File: src/rtl/clk_div_prog.sv
// Programmable clock divider: divides clk_i by a runtime-loadable N, producing a
// near-50% duty clk_o and a one-cycle tick_o at each period start.
//
// Divisor handshake: div_i is transferred on any rising clk_i edge where
// div_vld_i & div_rdy_o. div_rdy_o is ~pend, so only one update is ever held.
// A held update is applied at the next enabled wrap or clear. div_rdy_o rises
// on the cycle after the apply.
module clk_div_prog #(
    parameter int CNT_W    = 16,
    parameter int DIV_INIT = 1000
) (
    input  logic             clk_i,
    input  logic             rst_n_i,
    input  logic             en_i,
    input  logic             clr_i,
    input  logic [CNT_W-1:0] div_i,
    input  logic             div_vld_i,
    output logic             div_rdy_o,
    output logic             div_err_o,
    output logic             clk_o,
    output logic             tick_o
);

    localparam logic [CNT_W-1:0] L_DIV_INIT = CNT_W'(DIV_INIT);
    localparam logic [CNT_W-1:0] L_HI_INIT  = L_DIV_INIT - (L_DIV_INIT >> 1);
    localparam logic [CNT_W-1:0] L_ONE      = CNT_W'(1);

    logic [CNT_W-1:0] r_div_act;
    logic [CNT_W-1:0] r_hi_act;
    logic [CNT_W-1:0] r_cnt;
    logic [CNT_W-1:0] r_div_pend;
    logic             r_pend;
    logic             r_clk;
    logic             r_tick;
    logic             r_err;

    logic             w_wrap;
    logic             w_xfer;
    logic             w_legal;
    logic             w_apply;
    logic [CNT_W-1:0] w_div_nxt;
    logic [CNT_W-1:0] w_hi_nxt;
    logic [CNT_W-1:0] w_hi_use;
    logic [CNT_W-1:0] w_cnt_n;

    always_comb begin
        w_wrap    = (r_cnt == (r_div_act - L_ONE));
        w_xfer    = div_vld_i & ~r_pend;
        w_legal   = (div_i >= CNT_W'(2));
        // Divisor in force after this edge if a pending update gets applied now.
        w_div_nxt = r_pend ? r_div_pend : r_div_act;
        w_hi_nxt  = w_div_nxt - (w_div_nxt >> 1);
        w_apply   = r_pend & (clr_i | (en_i & w_wrap));
        w_cnt_n   = w_wrap ? '0 : (r_cnt + L_ONE);
        // The period starting on a wrap edge already uses the new high time.
        w_hi_use  = (w_wrap && r_pend) ? w_hi_nxt : r_hi_act;
    end

    always_ff @(posedge clk_i or negedge rst_n_i) begin
        if (!rst_n_i) begin
            r_div_act <= L_DIV_INIT;
            r_hi_act  <= L_HI_INIT;
            r_cnt     <= L_DIV_INIT - L_ONE;
            r_clk     <= 1'b0;
            r_tick    <= 1'b0;
        end else if (clr_i) begin
            r_div_act <= w_div_nxt;
            r_hi_act  <= w_hi_nxt;
            r_cnt     <= w_div_nxt - L_ONE;
            r_clk     <= 1'b0;
            r_tick    <= 1'b0;
        end else if (en_i) begin
            if (w_wrap) begin
                r_div_act <= w_div_nxt;
                r_hi_act  <= w_hi_nxt;
            end
            r_cnt  <= w_cnt_n;
            r_clk  <= (w_cnt_n < w_hi_use);
            r_tick <= (w_cnt_n == '0);
        end else begin
            r_tick <= 1'b0;
        end
    end

    always_ff @(posedge clk_i or negedge rst_n_i) begin
        if (!rst_n_i) begin
            r_div_pend <= '0;
            r_pend     <= 1'b0;
            r_err      <= 1'b0;
        end else begin
            r_err <= w_xfer & ~w_legal;
            if (w_apply) begin
                r_pend <= 1'b0;
            end else if (w_xfer && w_legal) begin
                r_div_pend <= div_i;
                r_pend     <= 1'b1;
            end
        end
    end

    assign div_rdy_o = ~r_pend;
    assign div_err_o = r_err;
    assign clk_o     = r_clk;
    assign tick_o    = r_tick;

endmodule

File: config.mk
export PLATFORM = sky130hd
export DESIGN_NAME = clk_div_prog
export DESIGN_NICKNAME = d
export VERILOG_FILES = /design/src/rtl/clk_div_prog.sv
export SDC_FILE = /design/constraint.sdc
export NUM_CORES = 1
export LEC_CHECK = 0
export CAP_MARGIN = 15
export CORE_MARGIN = 3
export CORE_UTILIZATION = 45
export CTS_CLUSTER_DIAMETER = 40
export DETAILED_ROUTE_END_ITERATION = 8
export SETUP_SLACK_MARGIN = 0.1
export SLEW_MARGIN = 20
export SYNTH_ARGS = -nofsm -noshare
export SYNTH_HDL_FRONTEND = slang
export SYNTH_SLANG_ARGS = --single-unit
File: constraint.sdc
create_clock -name clk_i -period 6.9 [get_ports clk_i]
set_input_delay 1.035 -clock clk_i [delete_from_list [all_inputs] [get_ports clk_i]]
set_output_delay 1.035 -clock clk_i [all_outputs]
set_load 0.01 [all_outputs]
==> impl_metrics.yaml, run 1 <==
# flow metrics
yosys:
  yosys.stat.seqShare_pct: 29.8
  synthesis.instances: 610
  yosys-top-cells-count: "dfrtp_1, ha_1, nor2_1"
  synth.largest_area_cell: "dfrtp_1"
  synth_adder_area_share_pct: 10.7
  synth_xor_xnor_area_share_pct: 8.47
  ys_top_logic_family: "simple AND/OR/NAND/NOR gates"
sta:
  fmax_mhz: 186
  timing.final.setup_violations: 0
  finalCriticalPeriod_ns: 5.37
finish:
  clock_distribution_area_overhead_in_the_final_layout_pct: 5.98
  antenna-diode-count: 0
  final-seq-area_um2: 1730
  fillCellCount: 1137
  layout-area-overhead-vs-synth_pct: 12.0
worst_setup_path:
  critical_path_cell_count: 18
  crit_chain: "mux2i_1 > inv_1 > ha_1 > o21ba_2 > o21ai_0 > a311oi_1 > o21ai_0 > or4b_2 > o311ai_0 > xnor2_1 > mux2i_1 > ha_1 > and3_1 > nand4_1 > nor2_1 > a2111oi_0 > a21oi_1 > a21oi_1"
  cp_top_family: "AND-OR/OR-AND gates"
  cp-startpoint: "r_pend$_DFFE_PN0P_"
clock_tree:
  clkSlewWorstSetupHoldPaths_ns: 0.06
  holdBufCountCts: 0
  cts_sinks: 68
  cts_setup_buffers: 0
  cts_bufs_inserted: 9
power:
  clkPwrFrac_pct: 19.6
  power_density_nw_per_um2: 479
  cell_internal_power_dissipation_mw: 1.80
  power_mw: 3.10
  power.static_leakage_nw: 2.89
  net_switching_power_mw: 1.30
placement:
  numPortBuffers: 24
route:
  drc: 0
  route.antenna.remaining_nets: 0
  avgViaCountPerCell: 5.64
floorplanning:
  design.core.area_um2: 12300
  die_h_um: 119
  fp_util_pct: 47.0
min_path:
  worst_hold_path_type: "reg2reg"
  timing.hold.worst_endpoint: "r_hi_act[1]$_DFFE_PN0P_"
  hold_start: "r_hi_act[1]$_DFFE_PN0P_"
run_status:
  status: "completed"
run:
  tool_warnings: 42
grt:
  grt_remaining_overflow: 0
  overall_track_demand_over_capacity_in_global_routing_pct: 20.9
==> run 1: power groups by stage <==
stage / Combinational [mW] / Sequential (mW) / Clock [mW]
4_1_cts: 1.66 / 0.832 / 0.620
3_5_place_dp: 1.65 / 0.839 / 0
5_1_grt: 1.86 / 0.868 / 0.638
3_3_place_gp: 1.61 / 0.829 / 0
2_1_floorplan: 1.39 / 0.688 / 0
6_report: 1.66 / 0.838 / 0.608
==> run 1: cells by family after synthesis <==
logic type / Yosys count
compound gates: 122
xor+xnor: 56
fa+ha+maj: 49
buf+inv: 67
flops: 68
mux: 73
simple gates: 175
==> run 1: sequential cells by signal, summed over array words and instances, names as in the netlist <==
register / flops
r_pend: 1
tick_o: 1
r_div_act: 16
clk_o: 1
r_cnt: 16
r_div_pend: 16
r_hi_act: 16
div_err_o: 1
==> run 1: metal layers <==
| metal | GRT usage, % | wire length (um) | up-vias |
|---|---|---|---|
| li1 | - | - | 2206 |
| met1 | 30.2 | 6910 | 2157 |
| met2 | 32.8 | 6560 | 66 |
| met3 | 2.33 | 588 | 13 |
| met4 | 6.44 | 183 | 0 |
| met5 | 0 | 0 | - |
==> run 1: per-stage QoR <==
step / instance area, um^2 / setup WS [ns]
6_report: 6480 / 1.53
5_1_grt: 6480 / 1.06
2_1_floorplan: 5790 / 1.76
4_1_cts: 6480 / 1.18
3_5_place_dp: 6100 / 1.24
3_3_place_gp: 6100 / 1.44
==> run 1: placed cells by master, fill, tap and decap left out, drive strengths merged, types with 20 or more instances in the layout <==
cell and count:
o21ai 21, nor3 20, mux2 45, dfstp 20, inv 34, ha 48
clkdlybuf4s50 23, nor2 43, dfrtp 48, nand2 25, xor2 23, a21oi 32
xnor2 33, mux2i 28
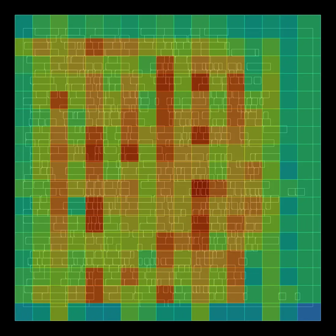
run_1/final_congestion.png
met3 Resource Use GR: 2.33%
Routed wire per std cell: 18.1 um
utilization after layout: 52.7%
met1 Resource Use GR: 30.2%

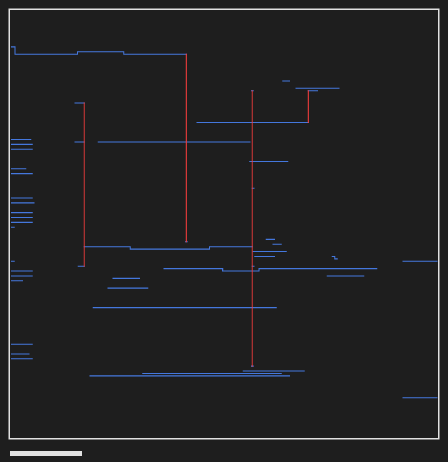
run_1/metal_stack.png
The bar under the picture is 20 um long. Only two layers are drawn.
- red: met4 (wire length 184 um)
- blue: met3 (wire length 588 um)

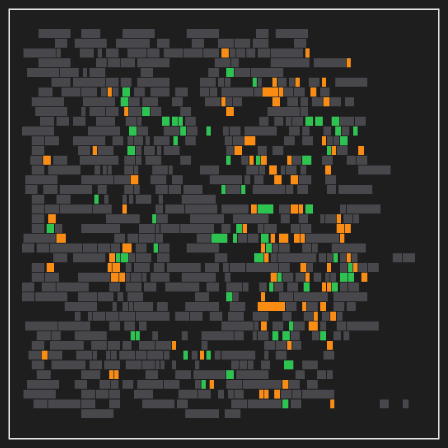
run_1/gate_families.png
- orange: NOR gates (cells 84; most used nor2_1)
- green: NAND gates (cells 60; most used nand2_1)

run_1/cell_classes.png
The bar under the picture is 20 um long.
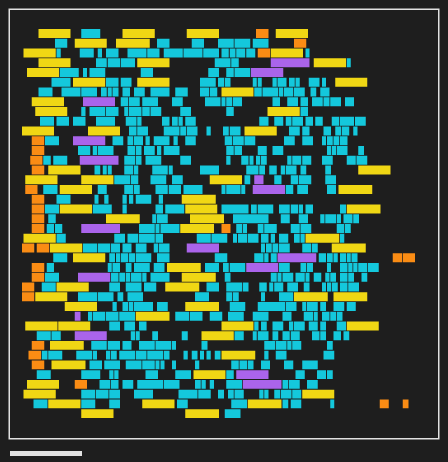

==> run 2: changes to the inputs <==
==> constraint.sdc (replaced) <==
create_clock -name clk_i -period 5.2 [get_ports clk_i]
set_input_delay 0.78 -clock clk_i [delete_from_list [all_inputs] [get_ports clk_i]]
set_output_delay 0.78 -clock clk_i [all_outputs]
set_load 0.01 [all_outputs]
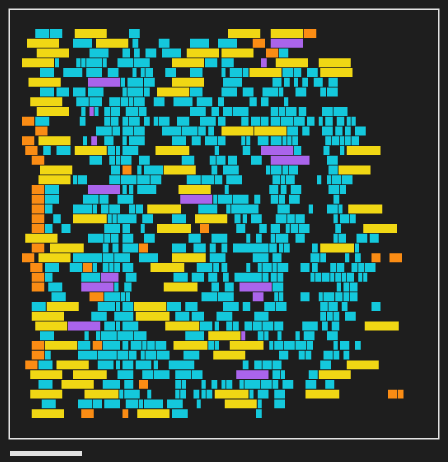
run_2/cell_classes.png
The bar under the picture is 20 um long.
- orange: other buffers and delay cells (cells 34; share of their area 5.0%)
- cyan: all other logic (cells 509; share of their area 63%)
- purple: clock drivers and dummy loads (cells 16; share of their area 4.7%)
- yellow: flops (cells 68; share of their area 28%)

==> run 2 against run 1 <==
First-iteration DRC count is 16% lower. Wire length is 1.9% higher. Non-clock buffer count is 7 higher. Sequential share of layout area hardly changed. Cell count is 0.89% higher. Largest cell class unchanged. Critical path depth stayed put. Critical endpoint unchanged.
==> impl_metrics.yaml, run 2 <==
# flow metrics
grt:
  overall_track_demand_over_capacity_in_global_routing_pct: 21.3
  grt_remaining_overflow: 0
route:
  avgViaCountPerCell: 5.75
  detail_route.wl_per_cell_um: 18.3
  drc: 0
power:
  power_density_nw_per_um2: 619
  power.static_leakage_nw: 2.88
  clkPwrFrac_pct: 15.6
  power.combinational.total_mw: 2.27
  net_switching_power_mw: 1.76
clock_tree:
  holdBufCountCts: 0
  cts_bufs_inserted: 9
  clkSlewWorstSetupHoldPaths_ns: 0.06
  cts_sinks: 68
yosys:
  synth_xor_xnor_area_share_pct: 8.47
  synthesis.instances: 610
sta:
  finalCriticalPeriod_ns: 4.68
  timing.final.setup_violations: 0
  final_critical_path_setup_slack_ns: 0.521
finish:
  antenna-diode-count: 0
  layout-area-overhead-vs-synth_pct: 11.9
  final-seq-area_um2: 1730
  clock_distribution_area_overhead_in_the_final_layout_pct: 4.56
worst_setup_path:
  cp_top_family: "AND-OR/OR-AND gates"
floorplanning:
  fp_util_pct: 47.0
  die_h_um: 119
run:
  tool_warnings: 42
min_path:
  worst_hold_path_type: "reg2reg"
run_status:
  status: "completed"
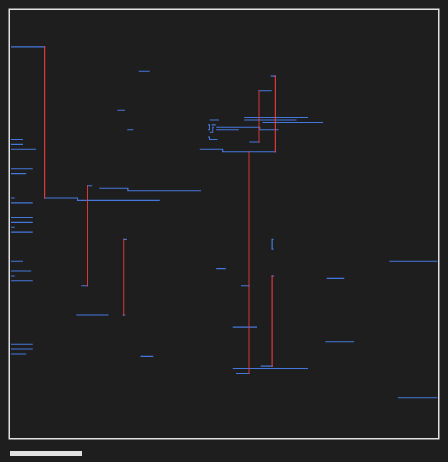
run_2/metal_stack.png
The bar under the picture is 20 um long. Only two layers are drawn.
- blue: met3 (wire length 358 um)
- red: met4 (wire length 214 um)

run 2: kinds of logic (layout without fill, tap and decap cells):
| kind of cell | after synthesis | after routing |
|---|---|---|
| flops | 68 | 68 |
| mux | 73 | 73 |
| compound gates | 122 | 122 |
| fa+ha+maj | 49 | 49 |
| xor+xnor | 56 | 56 |
| simple gates | 175 | 175 |
| buf+inv | 67 | 84 |
run 2: layer usage:
| metal | routed length (um) | up-vias | part of all wire, % |
|---|---|---|---|
| li1 | - | 2222 | - |
| met1 | 6970 | 2257 | 48 |
| met2 | 6980 | 80 | 48 |
| met3 | 357 | 15 | 2.5 |
| met4 | 213 | 0 | 1.5 |
| met5 | 0 | - | 0 |
run 2: worst register-to-register path: stages (launching register included):
cell and delay, ns:
dfrtp_2 0.46, buf_2 0.23, mux2i_2 0.44, ha_1 0.35
or3_1 0.36, o221ai_1 0.31, o221ai_1 0.30, o221ai_1 0.24
nor2_1 0.10, a21oi_1 0.18, xor2_1 0.21, mux2i_1 0.11
ha_1 0.29, and3_1 0.20, nand4_1 0.12, nor2_1 0.06
a2111oi_1 0.39, a21oi_1 0.11, a21oi_1 0.15
run 2: path summary, 6_finish.rpt:
kind                                               from                       to  slack [ns]  depth (start not counted)
min in group asynchronous                       rst_n_i     r_cnt[4]$_DFFE_PN0P_        0.64                          2
worst min-delay path            r_hi_act[1]$_DFFE_PN0P_  r_hi_act[1]$_DFFE_PN0P_        0.49                          2
worst max register to register       r_pend$_DFFE_PN0P_        clk_o$_DFFE_PN0P_        0.52                         18
worst min register to register  r_hi_act[1]$_DFFE_PN0P_  r_hi_act[1]$_DFFE_PN0P_        0.49                          2
max in group asynchronous                       rst_n_i       r_pend$_DFFE_PN0P_        3.94                          2
worst max-delay path                 r_pend$_DFFE_PN0P_        clk_o$_DFFE_PN0P_        0.52                         18
run_2/wire_density.png
The bar under the picture is 20 um long. 24 x 24 tiles, from black (low) to pale yellow (high), scaled to the fullest tile. Values are wire area over tile area, all layers added.
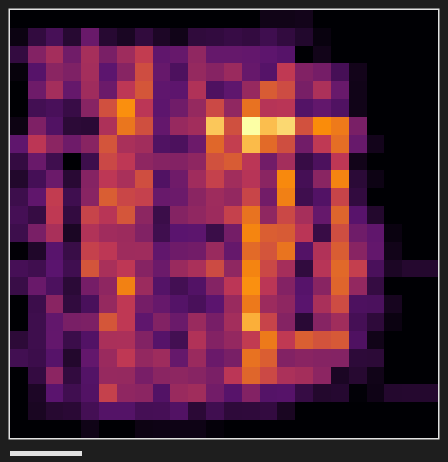

==> run 3: changes to the inputs <==
--- a/config.mk
+++ b/config.mk
@@ -5,11 +5,12 @@
 export SDC_FILE = /design/constraint.sdc
 export NUM_CORES = 1
 export LEC_CHECK = 0
-export CAP_MARGIN = 15
-export CORE_MARGIN = 3
+export CAP_MARGIN = 20
+export CORE_MARGIN = 10
 export CORE_UTILIZATION = 45
 export CTS_CLUSTER_DIAMETER = 40
 export DETAILED_ROUTE_END_ITERATION = 8
+export HOLD_SLACK_MARGIN = 0.05
 export SETUP_SLACK_MARGIN = 0.1
 export SLEW_MARGIN = 20
 export SYNTH_ARGS = -nofsm -noshare
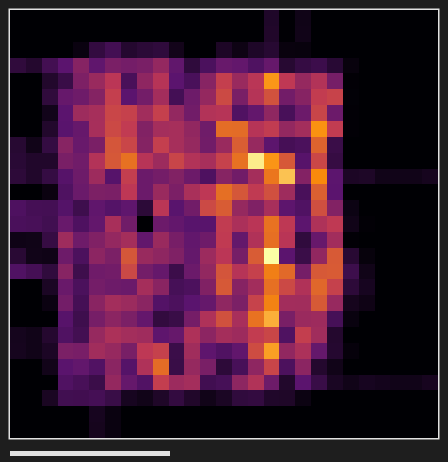
run_3/wire_density.png
The bar under the picture is 50 um long. 27 x 27 tiles, from black (low) to pale yellow (high), scaled to the fullest tile. Values are wire area over tile area, all layers added.
- fullest tile: 0.61
- emptiest ninth of the die: south-east
- densest ninth of the die: centre
- tiles over half the peak: 12%
- mean over tiles: 0.13

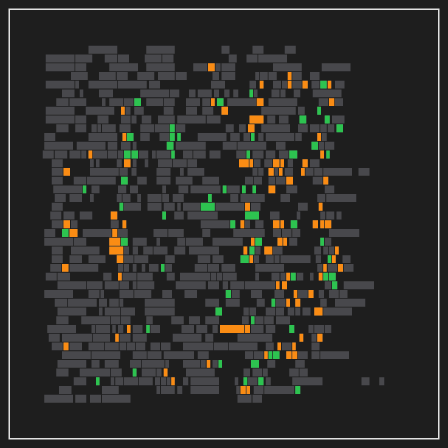
run_3/gate_families.png
- orange: NOR gates (cells 84; most used nor2_1)
- green: NAND gates (cells 60; most used nand2_1)

==> run 3 against run 2 <==
Design area up 0.60%. Non-clock buffer count up 2. Via count down 1.6%. Largest cell class unchanged. Synthesized cell count unchanged. Setup slack worse by 0.10 ns. Sequential power about the same. Critical path type unchanged. Largest power group unchanged. Sequential share of layout area down 0.16 points. Clock skew down 0.0024 ns. Global-route usage down 4.2 points.
==> impl_metrics.yaml, run 3 <==
# flow metrics
run_status:
  status: "completed"
route:
  detail_route.wirelength.met1_um: 7110
  dr_wl_met3_um: 555
  wl_met2_um: 6820
  drc: 0
  maxUsedRoutingLayer: "met4"
  avgViaCountPerCell: 5.62
  initialDrtViolationCount: 408
  detail_route.wl_per_cell_um: 18.4
grt:
  grt_max_degree: 69
  overall_track_demand_over_capacity_in_global_routing_pct: 17.1
  grt_remaining_overflow: 0
  grt-busiest-layer: "met2"
floorplanning:
  die_h_um: 133
  fp_util_pct: 45.9
  die.size.x_um: 133
  design.core.area_um2: 12600
power:
  power_density_nw_per_um2: 624
  power.static_leakage_nw: 2.90
  power_mw: 4.07
yosys:
  synthesis.instances: 610
  async_reset_ff_share_pct: 100
  edf_count: 0
  netlist_top_cells_area: "dfrtp_1, ha_1, dfstp_2"
  synth_flop_count: 68
  synthDominantCellAreaShare_pct: 20.7
sta:
  final_critical_path_setup_slack_ns: 0.417
  finalMaxSlewViolations: 0
  timing.final.setup_violations: 0
  finalCriticalPeriod_ns: 4.78
finish:
  layout-area-overhead-vs-synth_pct: 12.6
  most_frequent_standard_cell_in_the_layout_excluding_fill_and_tap_cells: "ha_1"
  antenna-diode-count: 0
worst_setup_path:
  critPathCapture: "clk_o$_DFFE_PN0P_"
  ff2ff_path_depth: 16
  crit-reg2reg-launch: "r_div_act[2]$_DFFE_PN0P_"
  worst-setup-path-type: "reg2reg"
  cp-startpoint: "r_div_act[2]$_DFFE_PN0P_"
  rrSetupSlack_ns: 0.42
  worst_r2r_endpoint: "clk_o$_DFFE_PN0P_"
clock_tree:
  cts_bufs_inserted: 9
  cts.root.buffer_cell: "clkbuf_16"
  cts_setup_buffers: 0
  h-tree-depth: 3
  clkSlewWorstSetupHoldPaths_ns: 0.06
  cts_sinks: 68
placement:
  numPortBuffers: 24
run:
  tool_warnings: 42
min_path:
  worst_hold_path_type: "reg2reg"
run 3: cell counts after synthesis:
Identical to the previous run, type by type.
run 3: cells by family after synthesis:
family                     synth area share [%]
DFF                                        29.8
muxes                                      14.9
AOI/OAI and AO/OA                          14.5
and+or+nand+nor                            16.6
adders and majority gates                  10.7
buffers and inverters                      5.01
xor gates and xnor gates                   8.47
run 3: cell type report:
type                    count  area, um^2
clock inverters             4        72.6
flip-flops and latches     68        1730
repair buffers             36         325
fillers                  1197        6100
clock buffers              12         246
inverters                  34         128
well taps                 172         215
multi-input cells         475        3810
run 3: worst max-delay path, delay by kind of cell (launching register included):
family          cells  cell delay, ns
simple gates        6            1.84
compound gates      8            1.84
flops               1            0.53
fa+ha+maj           1            0.32
xor+xnor            1            0.14
run 3: where the power goes:
part           total (mW)  internal [mW]  switching, mW
combinational        2.28           1.08           1.20
clock               0.676          0.433          0.243
sequential           1.11          0.793          0.322
run 3: what timing repair did:
item,in CTS,in global routing
gates resized,0,11
setup endpoints to repair,0,1
hold buffers,0,0
run 3: how the worst min path moves through the flow:
stage,start,to,cells after the start
2_1_floorplan,r_hi_act[1]$_DFFE_PN0P_,r_hi_act[1]$_DFFE_PN0P_,2
6_report,r_hi_act[1]$_DFFE_PN0P_,r_hi_act[1]$_DFFE_PN0P_,2
4_1_cts,r_hi_act[1]$_DFFE_PN0P_,r_hi_act[1]$_DFFE_PN0P_,2
5_1_grt,r_hi_act[3]$_DFFE_PN0P_,r_hi_act[3]$_DFFE_PN0P_,1
3_5_place_dp,r_hi_act[1]$_DFFE_PN0P_,r_hi_act[1]$_DFFE_PN0P_,2
3_3_place_gp,r_hi_act[1]$_DFFE_PN0P_,r_hi_act[1]$_DFFE_PN0P_,2
Power is estimated from default activity; no workload was simulated.
